Figure 1. Power grid.
Drawn at 4 px/um. Pins as bars on the die edge. Tap cells in gray.
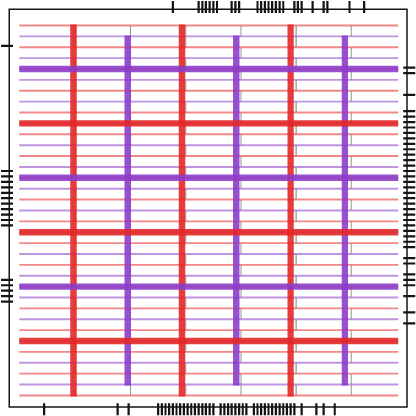
Figure 2. Routed metal, one color a layer.
Drawn at 4 px/um.
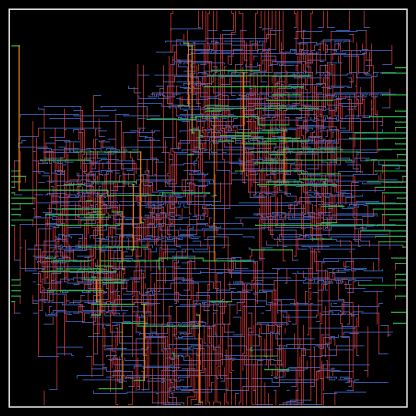
## src/rtl/wb_dma.sv

```systemverilog
// wb_dma: write-back DMA engine. Packs 16-bit result elements two per
// 32-bit word and writes them to consecutive word addresses.
module wb_dma #(
  parameter int ADDR_W = 24,
  parameter int LEN_W  = 16,
  parameter int DATA_W = 16
) (
  input  logic                clk,
  input  logic                rst_n,
  input  logic                wb_valid,
  output logic                wb_ready,
  input  logic [ADDR_W-1:0]   wb_base,
  input  logic [LEN_W-1:0]    wb_len,
  output logic                wb_done,
  input  logic [DATA_W-1:0]   om_data,
  input  logic                om_valid,
  output logic                om_ready,
  output logic                mem_req,
  output logic [ADDR_W-1:0]   mem_addr,
  output logic [2*DATA_W-1:0] mem_wdata,
  output logic [1:0]          mem_hen,
  input  logic                mem_ack
);

  typedef enum logic [1:0] {
    S_IDLE,
    S_COLLECT,
    S_WRITE,
    S_DONE
  } state_t;

  state_t state_q, state_d;

  logic [ADDR_W-1:0]   addr_q, addr_d;
  logic [LEN_W-1:0]    rem_q, rem_d;
  logic                lane_q, lane_d;
  logic [2*DATA_W-1:0] wdata_q, wdata_d;
  logic [1:0]          hen_q, hen_d;

  logic wb_ready_q;
  logic wb_done_q;
  logic om_ready_q;
  logic mem_req_q;

  logic accept;
  logic xfer;
  logic ack;

  assign accept = wb_valid && wb_ready_q;
  assign xfer   = om_valid && om_ready_q;
  assign ack    = mem_ack && mem_req_q;

  always_ff @(posedge clk or negedge rst_n) begin
    if (!rst_n) begin
      state_q <= S_IDLE;
    end else begin
      state_q <= state_d;
    end
  end

  always_comb begin
    state_d = state_q;
    addr_d  = addr_q;
    rem_d   = rem_q;
    lane_d  = lane_q;
    wdata_d = wdata_q;
    hen_d   = hen_q;
    unique case (state_q)
      S_IDLE: begin
        if (accept) begin
          addr_d  = wb_base;
          rem_d   = wb_len;
          lane_d  = 1'b0;
          wdata_d = '0;
          hen_d   = 2'b00;
          if (wb_len == '0) begin
            state_d = S_DONE;
          end else begin
            state_d = S_COLLECT;
          end
        end
      end
      S_COLLECT: begin
        if (xfer) begin
          rem_d = rem_q - LEN_W'(1);
          if (lane_q) begin
            wdata_d[2*DATA_W-1:DATA_W] = om_data;
            hen_d   = 2'b11;
            state_d = S_WRITE;
          end else begin
            wdata_d[DATA_W-1:0] = om_data;
            lane_d = 1'b1;
            // last element landing in the low half: odd tail
            if (rem_q == LEN_W'(1)) begin
              hen_d   = 2'b01;
              state_d = S_WRITE;
            end
          end
        end
      end
      S_WRITE: begin
        if (ack) begin
          addr_d  = addr_q + ADDR_W'(1);
          lane_d  = 1'b0;
          wdata_d = '0;
          hen_d   = 2'b00;
          if (rem_q == '0) begin
            state_d = S_DONE;
          end else begin
            state_d = S_COLLECT;
          end
        end
      end
      S_DONE: begin
        state_d = S_IDLE;
      end
      default: begin
        state_d = S_IDLE;
      end
    endcase
  end

  // Handshake outputs are registered copies of the next-state decode.
  always_ff @(posedge clk or negedge rst_n) begin
    if (!rst_n) begin
      addr_q     <= '0;
      rem_q      <= '0;
      lane_q     <= 1'b0;
      wdata_q    <= '0;
      hen_q      <= 2'b00;
      wb_ready_q <= 1'b1;
      wb_done_q  <= 1'b0;
      om_ready_q <= 1'b0;
      mem_req_q  <= 1'b0;
    end else begin
      addr_q     <= addr_d;
      rem_q      <= rem_d;
      lane_q     <= lane_d;
      wdata_q    <= wdata_d;
      hen_q      <= hen_d;
      wb_ready_q <= (state_d == S_IDLE);
      wb_done_q  <= (state_d == S_DONE);
      om_ready_q <= (state_d == S_COLLECT);
      mem_req_q  <= (state_d == S_WRITE);
    end
  end

  assign wb_ready  = wb_ready_q;
  assign wb_done   = wb_done_q;
  assign om_ready  = om_ready_q;
  assign mem_req   = mem_req_q;
  assign mem_addr  = addr_q;
  assign mem_wdata = wdata_q;
  assign mem_hen   = hen_q;

endmodule

```

## config.mk

```make
export PLATFORM = sky130hd
export DESIGN_NAME = wb_dma
export DESIGN_NICKNAME = d
export VERILOG_FILES = /design/src/rtl/wb_dma.sv
export SDC_FILE = /design/constraint.sdc
export NUM_CORES = 1
export LEC_CHECK = 0
export ABC_AREA = 1
export CORE_MARGIN = 2
export CORE_UTILIZATION = 53
export DETAILED_ROUTE_END_ITERATION = 12
export GPL_TIMING_DRIVEN = 1
export MAX_ROUTING_LAYER = met4
export PLACE_DENSITY = 0.94
export SLEW_MARGIN = 20
export SYNTH_ARGS = -nofsm -noshare
export SYNTH_HDL_FRONTEND = slang
export SYNTH_SLANG_ARGS = --single-unit
```

## constraint.sdc

```tcl
create_clock -name clk -period 2.75 [get_ports clk]
set_input_delay 0.55 -clock clk [delete_from_list [all_inputs] [get_ports clk]]
set_output_delay 0.55 -clock clk [all_outputs]
set_load 0.01 [all_outputs]
```

==> deck_impl_summary.md <==
Flow Results at a Glance

Outcome
  – Status: finished clean

Final timing
  – Setup TNS: 0 ns
  – Crit path time final: 2.01 ns
  – Max-slew violations: 0
  – Fmax: 0.498 GHz
  – Final Cycle Share: 0.731
  – Setup violations, final: 0
  – Worst-Margin Slew: 0.651 ns
  – Final clock skew: 0.0141 ns
  – Final hold vios: 0
  – RSZ-0062 raised after global routing: false
  – Hold Slack: 0.220 ns
  – Worst setup margin: 0.740 ns

Placement
  – Setup WS pre-CTS: 0.593 ns
  – Final GP Congestion: 0.929
  – Placed cells: 936
  – Port bufs: 122
  – Detail Placement HPWL: 9.42 mm
  – Area after DPL: 6110 sq um

Synth
  – Simple Share, Synth: 0.328
  – Yosys Instances: 721
  – Share of flip-flops with an asynchronous set or reset: 1.00
  – Main flop type: dfrtp_1
  – Post-synth EDFFs: 0
  – Synth area leader: dfrtp_1
  – Net Count, Synth: 786
  – Synth area leaders: dfrtp_1 (42%), nand2_1 (17%), nor2_1 (9.1%), inv_1 (8.2%), o21ai_1 (4.8%)
  – Synth mux share: 0
  – Synth unique cells: 31
  – And-or/or-and share of the synthesized area: 0.118
  – Post-synthesis average cell area: 6.64 sq um
  – Cell Area, Synth: 4790 sq um
  – Xor+xnor area frac: 0.0110
  – Registers, synthesis: 81
  – Area leader share: 0.418
  – Synth Area in Adders: 0.0104
  – Mapped Cells: 721
  – Area reported by Yosys stat: 4790 sq um
  – Synth top cells by count: nand2_1 (215), nor2_1 (116), inv_1 (105)
  – Comb area leader: simple AND/OR/NAND/NOR gates
  – Yosys top cell by instances: nand2_1
  – Register area share after synthesis: 0.423
  – Yosys warning tally: 0

Pwr
  – Sequential logic power: 2.22 mW
  – Max power group: combinational cells
  – Worst VDD drop: 0.632 mV
  – Net Sw Frac: 0.446
  – Logic power comb: 3.30 mW
  – Comb power frac: 0.507
  – Pwr/cell area: 1030 nW/um^2
  – Clk pwr: 0.991 mW
  – Sequential power share: 0.341
  – Lkg Pwr: 2.94 nW
  – Total power: 6.51 mW
  – Share of total power in the clock network: 0.152
  – Net switching power: 2.90 mW
  – Int Pwr: 3.60 mW

Final layout
  – Top class by area: logic gates
  – Fin cells: 952
  – Fillers: 689
  – Sequential cell area share: 0.320
  – Storage cell area: 2030 sq um
  – Mi-comb count: 507
  – Final instance area: 6330 sq um
  – # diodes: 0
  – Comb gate area: 2240 sq um
  – Logic share of the area: 0.354
  – Clock-cell share of area: 0.0356
  – Sequential cell count: 81
  – Final Util: 0.722
  – Max reg flops: 32
  – Clock buffer count: 9
  – Data buffer area share: 0.204
  – Share of cells above drive strength 1: 0.0545
  – # nets final: 904
  – Dominant logic cell type in the layout: nand2_1
  – Area Growth Syn to Fin: 32.1%
  – Non-clk invs: 110
  – Most numerous logic cells after layout: nand2_1 (215), clkdlybuf4s50_1 (121), nor2_1 (115), inv_1 (105), dfrtp_1 (80)
  – Number of non-clock buffers in the layout: 130

Die
  – Io pins: 123
  – Floorplan utilization: 0.547
  – N_taps: 108
  – Row cnt: 34
  – Die area: 9820 sq um

Setup path
  – Reg2reg start: mem_addr[0]$_DFFE_PN0P_
  – Endpoint type of the worst setup path: primary output
  – Critical Path RT: 2.20 ns
  – Worst reg-to-reg path cell count: 8
  – Max incr delay on CP: 0.60 ns
  – Slowest-stage cell, CP: clkdlybuf4s50_1
  – Worst-path cell chain: clkdlybuf4s50_1
  – Worst-path fanout max: 7
  – CP Launch Point: mem_addr[0]$_DFFE_PN0P_
  – Crit-path leading delay family: buffers and inverters
  – Crit path to: mem_addr[0]
  – Arr. time, crit path: 1.46 ns
  – Stages on the worst setup path: 1
  – Startpoint Class: flip-flop
  – Worst Path Buf+Inv: 1
  – FF-to-FF End: mem_addr[14]$_DFFE_PN0P_

GRT
  – Gr busiest metal: met2
  – GR Util met2: 0.460
  – Antenna violations before repair: 0
  – Routing usage on met1: 0.363
  – Vias in the first global route: 4,696
  – Met3 Resource Use GR: 0.0539
  – GRT overflow: 0
  – Largest net degree at the start of global routing: 51
  – First-pass GRT wire length: 21.9 mm

Detailed routing
  – ANT nets after route: 0
  – DRT met1 WL: 5.39 mm
  – Met3 WL post-DR: 1.03 mm
  – Routed len/inst: 13.7 um
  – DR top layer: met4
  – Met2 Wirelength: 6.30 mm
  – DRC viols: 0
  – Iter 0 DRT Violations: 417
  – Via Count: 5,002
  – Drt pass-1 iters: 5

Clocking
  – Maximum clock path buffer count: 2
  – Setup Buffers After CTS: 0
  – Worst-Skew Late Latency: 0.36 ns
  – Hold buffer count at CTS: 0
  – H-tree level count: 3
  – Post_cts resized: 0
  – Clock slew at reported path FFs: 0.09 ns
  – TritonCTS buffer count: 9
  – # clock sinks: 81
  – CTS tree: done

Run
  – Log Warnings: 28
  – Max-cap violations: 0

Worst hold path
  – Worst hold path type: input pin to async pin
-- Figure 1 (at the start) --
color	net
red	VSS
purple	VDD
met1 rails	35
met4 straps	6
signal pins	123
rows	34
tap cells	108
Die W: 99.1 um
core footprint: 8760 sq um

-- Figure 2 (at the start) --
color	layer	wire length
orange	met4	288 um
blue	met1	5,390 um
red	met2	6,300 um
green	met3	1,030 um
overall routing resource usage: 0.283
total wire length: 13.0 mm

Power is estimated from default activity; no workload was simulated.
